==> config.mk <==
export PLATFORM = sky130hd
export DESIGN_NAME = shape_sfr_initiator
export DESIGN_NICKNAME = d
export VERILOG_FILES = /design/src/rtl/shape_sfr_pkg.sv /design/src/rtl/sfr_cmd_fifo.sv /design/src/rtl/shape_sfr_initiator.sv
export SDC_FILE = /design/constraint.sdc
export NUM_CORES = 1
export LEC_CHECK = 0
export CORE_MARGIN = 3
export CORE_UTILIZATION = 40
export CTS_CLUSTER_SIZE = 10
export DETAILED_ROUTE_END_ITERATION = 12
export MAX_ROUTING_LAYER = met4
export PLACE_DENSITY = 0.81
export SYNTH_ARGS = -nofsm -noshare
export SYNTH_HDL_FRONTEND = slang
export SYNTH_SLANG_ARGS = --single-unit
==> constraint.sdc <==
create_clock -name clk -period 1.7 [get_ports clk]
set_input_delay 0.425 -clock clk [delete_from_list [all_inputs] [get_ports clk]]
set_output_delay 0.425 -clock clk [all_outputs]
set_load 0.005 [all_outputs]
==> src/rtl/shape_sfr_pkg.sv <==
// Shared types and field layout for the shape processor SFR initiator.
// SHAPE_SFR_INITIATOR_READBACK_EN adds the two verify-read states to the FSM enum.
package shape_sfr_pkg;

  localparam int SHAPE_LSB = 16;
  localparam int SHAPE_W   = 2;
  localparam int OP_LSB    = 0;
  localparam int OP_W      = 5;

  typedef struct packed {
    logic               is_read;
    logic [SHAPE_W-1:0] shape;
    logic [OP_W-1:0]    operation;
  } sfr_cmd_t;

  typedef enum logic [2:0] {
    ST_IDLE     = 3'd0,
    ST_ISSUE    = 3'd1,
    ST_WAIT     = 3'd2,
`ifdef SHAPE_SFR_INITIATOR_READBACK_EN
    ST_RB_ISSUE = 3'd4,
    ST_RB_WAIT  = 3'd5,
`endif
    ST_RESP     = 3'd3
  } sfr_state_e;

  function automatic logic [31:0] pack_ctrl(input logic [SHAPE_W-1:0] shape,
                                            input logic [OP_W-1:0]    operation);
    logic [31:0] word;
    word = '0;
    word[SHAPE_LSB +: SHAPE_W] = shape;
    word[OP_LSB +: OP_W]       = operation;
    return word;
  endfunction

endpackage

==> src/rtl/sfr_cmd_fifo.sv <==
// Command queue for the SFR initiator: DEPTH entries of sfr_cmd_t, first-word-fall-through head.
module sfr_cmd_fifo
  import shape_sfr_pkg::*;
#(
  parameter int DEPTH = 4
) (
  input  logic     clk,
  input  logic     rst_n,
  input  logic     push_i,
  input  sfr_cmd_t push_data_i,
  input  logic     pop_i,
  output sfr_cmd_t pop_data_o,
  output logic     full_o,
  output logic     empty_o
);

  localparam int AW = $clog2(DEPTH);
  localparam logic [AW:0] PTR_ONE = {{AW{1'b0}}, 1'b1};

  sfr_cmd_t    mem_q [DEPTH];
  logic [AW:0] wr_ptr_q, rd_ptr_q;

  // Extra pointer MSB distinguishes full from empty when the index bits match.
  assign empty_o    = (wr_ptr_q == rd_ptr_q);
  assign full_o     = (wr_ptr_q[AW] != rd_ptr_q[AW]) &&
                      (wr_ptr_q[AW-1:0] == rd_ptr_q[AW-1:0]);
  assign pop_data_o = mem_q[rd_ptr_q[AW-1:0]];

  always_ff @(posedge clk or negedge rst_n) begin
    if (!rst_n) begin
      wr_ptr_q <= '0;
      rd_ptr_q <= '0;
    end else begin
      if (push_i && !full_o) wr_ptr_q <= wr_ptr_q + PTR_ONE;
      if (pop_i && !empty_o) rd_ptr_q <= rd_ptr_q + PTR_ONE;
    end
  end

  always_ff @(posedge clk) begin
    if (push_i && !full_o) mem_q[wr_ptr_q[AW-1:0]] <= push_data_i;
  end

endmodule

==> src/rtl/shape_sfr_initiator.sv <==
// Shape SFR initiator: queues register commands and runs one strobed SFR access at a time.
// Build option SHAPE_SFR_INITIATOR_READBACK_EN verifies every write with a follow-up read.
module shape_sfr_initiator
  import shape_sfr_pkg::*;
#(
  parameter int DEPTH       = 4,
  parameter int RSP_LATENCY = 1
) (
  input  logic              clk,
  input  logic              rst_n,
  input  logic              cmd_valid,
  output logic              cmd_ready,
  input  logic              cmd_is_read,
  input  logic [SHAPE_W-1:0] cmd_shape,
  input  logic [OP_W-1:0]   cmd_operation,
  output logic              write,
  output logic [31:0]       write_data,
  output logic              read,
  input  logic [31:0]       read_data,
  input  logic              error,
  output logic              rsp_valid,
  input  logic              rsp_ready,
  output logic              rsp_is_read,
  output logic [31:0]       rsp_data,
  output logic              rsp_error,
  output logic [7:0]        err_cnt
);

  // state       | meaning
  // IDLE        | waiting for a queued command
  // ISSUE       | one-cycle write or read strobe
  // WAIT        | down-count to the cycle where read_data/error are valid
  // RB_ISSUE    | verify-read strobe after a write (readback build only)
  // RB_WAIT     | down-count for the verify-read (readback build only)
  // RESP        | response held until rsp_ready

  localparam int            CW       = $clog2(RSP_LATENCY) + 1;
  localparam logic [CW-1:0] CNT_LOAD = CW'(RSP_LATENCY - 1);

  sfr_state_e    state_q, state_d;
  sfr_cmd_t      push_cmd, head;
  logic          fifo_full, fifo_empty, push, pop;
  logic          is_read_q, is_read_d;
  logic [CW-1:0] cnt_q, cnt_d;
  logic [31:0]   wdata_q, wdata_d;
  logic [31:0]   rsp_data_q, rsp_data_d;
  logic          rsp_is_read_q, rsp_is_read_d;
  logic          rsp_error_q, rsp_error_d;
  logic [7:0]    err_cnt_q;
`ifdef SHAPE_SFR_INITIATOR_READBACK_EN
  logic          wr_err_q, wr_err_d;
  logic          rb_mismatch;
`endif

  assign push_cmd  = {cmd_is_read, cmd_shape, cmd_operation};
  assign cmd_ready = rst_n && !fifo_full;
  assign push      = cmd_valid && cmd_ready;

  sfr_cmd_fifo #(.DEPTH(DEPTH)) u_fifo (
    .clk         (clk),
    .rst_n       (rst_n),
    .push_i      (push),
    .push_data_i (push_cmd),
    .pop_i       (pop),
    .pop_data_o  (head),
    .full_o      (fifo_full),
    .empty_o     (fifo_empty)
  );

  always_comb begin
    state_d       = state_q;
    pop           = 1'b0;
    is_read_d     = is_read_q;
    cnt_d         = cnt_q;
    wdata_d       = wdata_q;
    rsp_data_d    = rsp_data_q;
    rsp_is_read_d = rsp_is_read_q;
    rsp_error_d   = rsp_error_q;
`ifdef SHAPE_SFR_INITIATOR_READBACK_EN
    wr_err_d      = wr_err_q;
    rb_mismatch   = (read_data[SHAPE_LSB +: SHAPE_W] != wdata_q[SHAPE_LSB +: SHAPE_W]) ||
                    (read_data[OP_LSB +: OP_W] != wdata_q[OP_LSB +: OP_W]);
`endif
    case (state_q)
      ST_IDLE: begin
        if (!fifo_empty) begin
          pop       = 1'b1;
          is_read_d = head.is_read;
          if (!head.is_read) wdata_d = pack_ctrl(head.shape, head.operation);
          state_d   = ST_ISSUE;
        end
      end
      ST_ISSUE: begin
        cnt_d   = CNT_LOAD;
        state_d = ST_WAIT;
      end
      ST_WAIT: begin
        if (cnt_q == '0) begin
`ifdef SHAPE_SFR_INITIATOR_READBACK_EN
          if (!is_read_q) begin
            wr_err_d = error;
            state_d  = ST_RB_ISSUE;
          end else begin
            rsp_is_read_d = 1'b1;
            rsp_data_d    = read_data;
            rsp_error_d   = error;
            state_d       = ST_RESP;
          end
`else
          rsp_is_read_d = is_read_q;
          rsp_data_d    = is_read_q ? read_data : 32'd0;
          rsp_error_d   = error;
          state_d       = ST_RESP;
`endif
        end else begin
          cnt_d = cnt_q - 1'b1;
        end
      end
`ifdef SHAPE_SFR_INITIATOR_READBACK_EN
      ST_RB_ISSUE: begin
        cnt_d   = CNT_LOAD;
        state_d = ST_RB_WAIT;
      end
      ST_RB_WAIT: begin
        if (cnt_q == '0) begin
          rsp_is_read_d = 1'b0;
          rsp_data_d    = read_data;
          rsp_error_d   = wr_err_q | error | rb_mismatch;
          state_d       = ST_RESP;
        end else begin
          cnt_d = cnt_q - 1'b1;
        end
      end
`endif
      ST_RESP: begin
        if (rsp_ready) state_d = ST_IDLE;
      end
      default: state_d = ST_IDLE;
    endcase
  end

  always_ff @(posedge clk or negedge rst_n) begin
    if (!rst_n) begin
      state_q       <= ST_IDLE;
      is_read_q     <= 1'b0;
      cnt_q         <= '0;
      wdata_q       <= '0;
      rsp_data_q    <= '0;
      rsp_is_read_q <= 1'b0;
      rsp_error_q   <= 1'b0;
      err_cnt_q     <= '0;
`ifdef SHAPE_SFR_INITIATOR_READBACK_EN
      wr_err_q      <= 1'b0;
`endif
    end else begin
      state_q       <= state_d;
      is_read_q     <= is_read_d;
      cnt_q         <= cnt_d;
      wdata_q       <= wdata_d;
      rsp_data_q    <= rsp_data_d;
      rsp_is_read_q <= rsp_is_read_d;
      rsp_error_q   <= rsp_error_d;
`ifdef SHAPE_SFR_INITIATOR_READBACK_EN
      wr_err_q      <= wr_err_d;
`endif
      if (state_q == ST_RESP && rsp_ready && rsp_error_q && err_cnt_q != 8'hFF)
        err_cnt_q <= err_cnt_q + 8'd1;
    end
  end

  // Strobes decode straight from the state register so reset removes them immediately.
  assign write = (state_q == ST_ISSUE) && !is_read_q;
`ifdef SHAPE_SFR_INITIATOR_READBACK_EN
  assign read  = ((state_q == ST_ISSUE) && is_read_q) || (state_q == ST_RB_ISSUE);
`else
  assign read  = (state_q == ST_ISSUE) && is_read_q;
`endif
  assign write_data  = wdata_q;
  assign rsp_valid   = (state_q == ST_RESP);
  assign rsp_is_read = rsp_is_read_q;
  assign rsp_data    = rsp_data_q;
  assign rsp_error   = rsp_error_q;
  assign err_cnt     = err_cnt_q;

endmodule

==> results.txt, run 1 <==
Results of the flow run.

The worst pin sits at a relative slew slack of between 50% and 60%. The post-cts sizing count stands at 26. The post-route netlist has 21.0% of its cells at a drive strength greater than 1.

The number of antenna repair diodes stands at 0. Post-synth the commonest register cell is sky130_fd_sc_hd__dfrtp_1. From the final report, the count of setup violators was given as 8. The fraction of registers with async set or reset after synthesis stands at about 64%. The clock net in this run drives a total of approximately 90 sinks. Per the detailed-route log, wirelength across all metal layers totals ~8800 µm.

The worst setup margin stands at -178 ps. The clock power share stands at 15.9%. TritonCTS built the clock tree. The synthesis stats list as the most numerous cell sky130_fd_sc_hd__dfrtp_1. The number of enable-type register cells in the synthesized netlist stands at 32. The final period utilization stands at 110%. The critical path starts at u_fifo.wr_ptr_q[1]. According to the hold report, the worst path is of the in -> async type. The number of setup buffers added after CTS is 13. For reference, the clock transition at the flip-flops on the worst setup and hold paths is about 90 ps. The number of buffers added on ports stands at roughly 97. Summing the sequential cell areas from Yosys gives about three fifths of the chip area. The area fraction in compound gates stands at under 10%. The run finished, with violations left. By area, the combinational part of the netlist is dominated by buffers and inverters. The reported combinational group power stands at approximately 4.4 mW. The worst setup path is captured at a primary output. The synthesized-area fraction occupied by adder cells stands at under 10%. The number of cell rows stands at 35. In this run the clock root is driven by a sky130_fd_sc_hd__clkbuf_8. Per the OpenROAD timing report, the critical path contains 4 cells. The hold violation count in the final report stands at 0. The mean number of vias per cell stands at approximately 4.7. In the synthesis report, Yosys lists the chip area as 3990 µm². The gate count of the mapped netlist stands at about 320. Among all stages on the critical path, the largest delay is contributed by sky130_fd_sc_hd__dfrtp_1. The tool warning count stands at 34.

The count of pins over their slew limit stands at 0. The total negative slack stands at -308 ps. The detailed placer reported the number of placed instances as 561.

The die footprint stands at about 11000 µm². According to the floorplan report, the placeable core area is 9460 µm². The longest clock path from root to sink contains 2 buffers. The met1 layer wirelength in the final routing stands at approximately 3600 µm.

The floorplan report gives the top-level pin count as around 120. The layout has ~750 filler cells. The via count of the routed design stands at approximately 2800. The library cell used most frequently in the layout, excluding fill and tap cells, is sky130_fd_sc_hd__clkdlybuf4s50_1.

The area occupied by registers stands at 2410 µm². The checks that failed: setup timing. From left edge to right edge, the die measures about 110 µm.

The power of the sequential group stands at between 3 and 4 mW. After synthesis, the largest area contributor takes up between 30% and 40% of total cell area. The internal portion of the total power is between 6 and 7 mW. The worst hold slack stands at 390 ps. In this run, power in the clock network comes to 1.46 mW. The arrival time of data at the worst endpoint is listed as between 1000 and 1500 ps.

STA classifies the critical path startpoint as a flop. Non-clock buffers in the final layout number 145. Per the run summary, max-cap violations total 0. Entering global routing, the biggest net connects 59 pins. The number of buffers created by CTS stands at 9. The routed design could run at a clock period as short as between 1500 and 2000 ps. The worst IR drop on VDD stands at 878 µV. The global routing stage identified its most utilized layer as met2. The detailed router reports a met3 wire length of approximately 450 µm. Sequential cells account for between 30% and 40% of the total power.

Summing the areas of all and, or, nand and nor instances in the mapped netlist gives 8.93% of the synthesized area. Per the log, the first TritonRoute iteration ended with a DRC count of 109. STA puts the critical path data required time at between 1000 and 1500 ps. The HPWL after detailed placement is around 6100 µm. The maximum operating frequency stands at 533 MHz.
Fig. 1: run 1, cells colored by class
(4 px per µm)
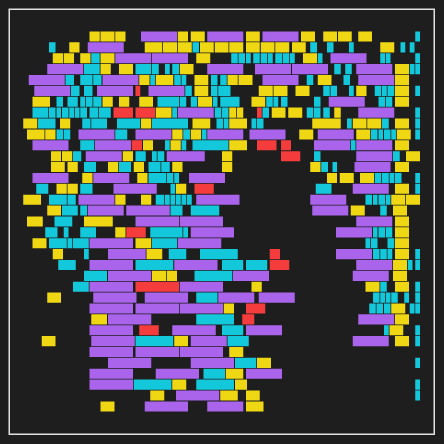
- purple: flops (cells 90; share of their area 44%)
- yellow: other buffers and delay cells (cells 145; share of their area 25%)
- red: clock drivers and dummy loads (cells 16; share of their area 3.5%)
- cyan: combinational and other logic (cells 215; share of their area 27%)

Fig. 2: run 1, cells by drive strength
(4 px per µm)
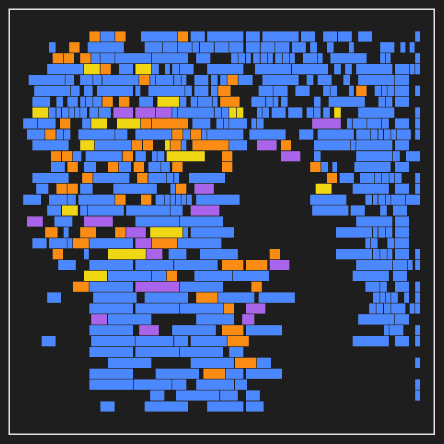
- orange: _3 and _4 cells (cells 62; share 13%)
- yellow: _2 cells (cells 17; share 3.6%)
- purple: _6 and larger (cells 19; share 4.1%)
- blue: _0 and _1 cells (cells 368; share 79%)

Fig. 3: run 1, routing congestion
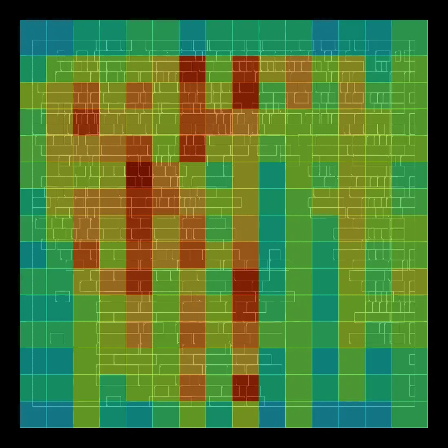
Overall Global Routing Usage: 16.0%
met2 capacity usage during global routing: 27.6%
met3 track utilization from global routing: 3.46%

==> run 2: changes to the inputs <==
--- a/config.mk
+++ b/config.mk
@@ -9,8 +9,9 @@
 export CORE_UTILIZATION = 40
 export CTS_CLUSTER_SIZE = 10
 export DETAILED_ROUTE_END_ITERATION = 12
+export DONT_BUFFER_PORTS = 1
 export MAX_ROUTING_LAYER = met4
-export PLACE_DENSITY = 0.81
+export PLACE_DENSITY = 0.64
 export SYNTH_ARGS = -nofsm -noshare
 export SYNTH_HDL_FRONTEND = slang
 export SYNTH_SLANG_ARGS = --single-unit
==> results.txt, run 2 <==
Results of the flow run.

TritonCTS built the clock tree. The number of cell rows came to 35 (unchanged). The total placed cells including tap cells stands at 455 (-19%). The worst IR drop on VDD was 582 µV (-34%).

The total negative slack stands at -136 ps (+172 ps). The synthesized-area fraction occupied by adder cells was 3.13% (unchanged). The deepest clock path buffer count was 2 (unchanged). The final reports fail on hold timing, setup timing.

The number of buffers added on ports stands at 0 (-100%). The post-cts sizing count stands at 7 (-73%). The maximum operating frequency was 546 MHz (+2.5%).

The half-perimeter wire length after detailed placement stands at 5450 µm (-11%). The total met3 wirelength after detailed routing stands at 554 µm (+23%). The area occupied by registers stands at 2410 µm² (unchanged). The mean number of vias per cell came to 4.89 (+4.1%). Looking at the clock tree report, the root buffer type is sky130_fd_sc_hd__clkbuf_8.

The die extent in x stands at 106 µm (unchanged). The count of pins over their slew limit is 0 (unchanged). The fraction of registers with async set or reset after synthesis stands at 64.4% (unchanged). The total placed instance area stands at approximately 4200 µm².

The internal power of the cells came to 5.25 mW (-14%). The clock power share stands at 20.5% (+4.6 points). The setup-violating endpoint count in the final report is 3 (-5).

The final layout contains between 300 and 400 nets. The number of maximum-capacitance violations is 0 (unchanged). The gate count of the mapped netlist came to 320 (unchanged). The final period utilization came to 108% (-2.7 points). Setup repair after global routing could not meet its margin everywhere.

The initial DRC count stands at 202 (+85%). The number of buffers outside the clock class in the layout stands at 28 (-81%). The met2 track demand over resource in global routing came to 22.1% (-5.5 points). The share of cells above drive strength 1 came to 20.6% (-0.40 points). The total wire length stands at 7560 µm (-14%). The time the worst path needs with I/O delays and setup is 1830 ps (-45.7 ps). The worst hold slack came to -242 ps (-632 ps). The register clock-pin slew on the reported worst setup and hold paths stands at 90 ps (about the same). After layout the clock buffers and inverters come to approximately 5% of cell area. The count of filler cells inserted in the layout stands at 835 (+11%). The run finished, with violations left. The number of enable-type register cells in the synthesized netlist stands at 32 (unchanged).

The number of buffers inserted to repair setup after CTS stands at 4 (-9). The worst setup path is launched from a flop. The met1 layer wirelength in the final routing stands at 3100 µm (-13%). The count of boundary I/O pins stands at 123 (unchanged).

The data arrival time at the worst-slack endpoint stands at 1410 ps (-40 ps). In the post-synthesis netlist, the cell with the most instances is sky130_fd_sc_hd__dfrtp_1. The proportion of power drawn by flip-flops and latches stands at 44.5% (+8.1 points). The per-cell routed wire length stands at between 15 and 20 µm. The sequential element share of the synthesized area is 60.4% (unchanged). After global routing, the most crowded layer is met2. The first-pass GRT wire length stands at about 12000 µm. The via count of the routed design stands at 2336 (-16%). The number of buffers created by CTS came to 9 (unchanged). The area fraction in compound gates was 5.99% (unchanged). The longest incremental delay of any stage on the critical path is reported as between 400 and 500 ps.

The synthesized flop and latch total stands at 90. The worst setup margin is -132 ps (+45.7 ps). The fraction of met3 tracks used by global routing stands at 4.25% (+0.79 points). In the setup report, the worst path falls into the class reg -> out.

The power of the sequential group came to 3.54 mW (+6.3%). The number of stages on the worst setup path stands at 4 (unchanged). Summing the areas of all xor and xnor instances in the mapped netlist gives under 10% of the synthesized area.

The clock sink total was 90 (unchanged). Among the non-sequential cells, buffers and inverters take the most area. The maximum number of pins on one net before global-route repair stands at 62 (+5.1%).

The die footprint stands at 11200 µm² (unchanged). The basic-gate share of the synthesized area counting and, or, nand and nor cells came to 8.93% (unchanged). The tool warning count stands at 36 (+5.9%). The power attributed to the clock group was 1.63 mW (+10%).

The reported combinational group power was 2.79 mW (-36%). The worst hold path belongs to the class in -> async. The global-route total usage across every layer is 14.4% (-1.6 points). The number of antenna repair diodes stands at 0 (unchanged). The fraction of synthesized cell area taken by the top area cell type was 36.4% (unchanged). STA classifies the critical path endpoint as a primary output. The hold violation count in the final report is 58 (+58). The synthesized design spends more area on one cell type than any other, namely sky130_fd_sc_hd__dfrtp_1. By instance count after routing, the leading logic cell type is sky130_fd_sc_hd__dfrtp_1. The worst register-to-register path ends at write_data[2]. The slowest stage of the critical path is the sky130_fd_sc_hd__dfrtp_1 cell. The Yosys chip area stands at 3990 µm² (unchanged).
Fig. 4: run 2, cells colored by class
(4 px per µm)
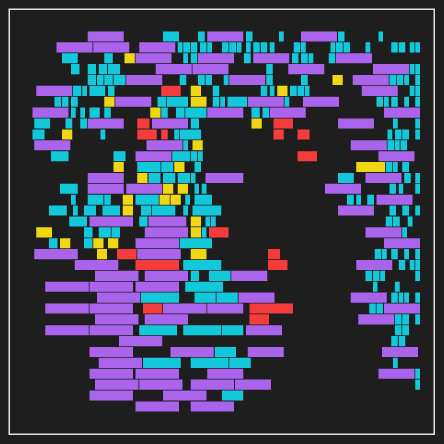
- purple: flops (cells 90; share of their area 56%)
- red: clock drivers and dummy loads (cells 16; share of their area 5.1%)
- cyan: combinational and other logic (cells 215; share of their area 34%)
- yellow: other buffers and delay cells (cells 28; share of their area 5.4%)

Power and IR drop assume default switching activity.
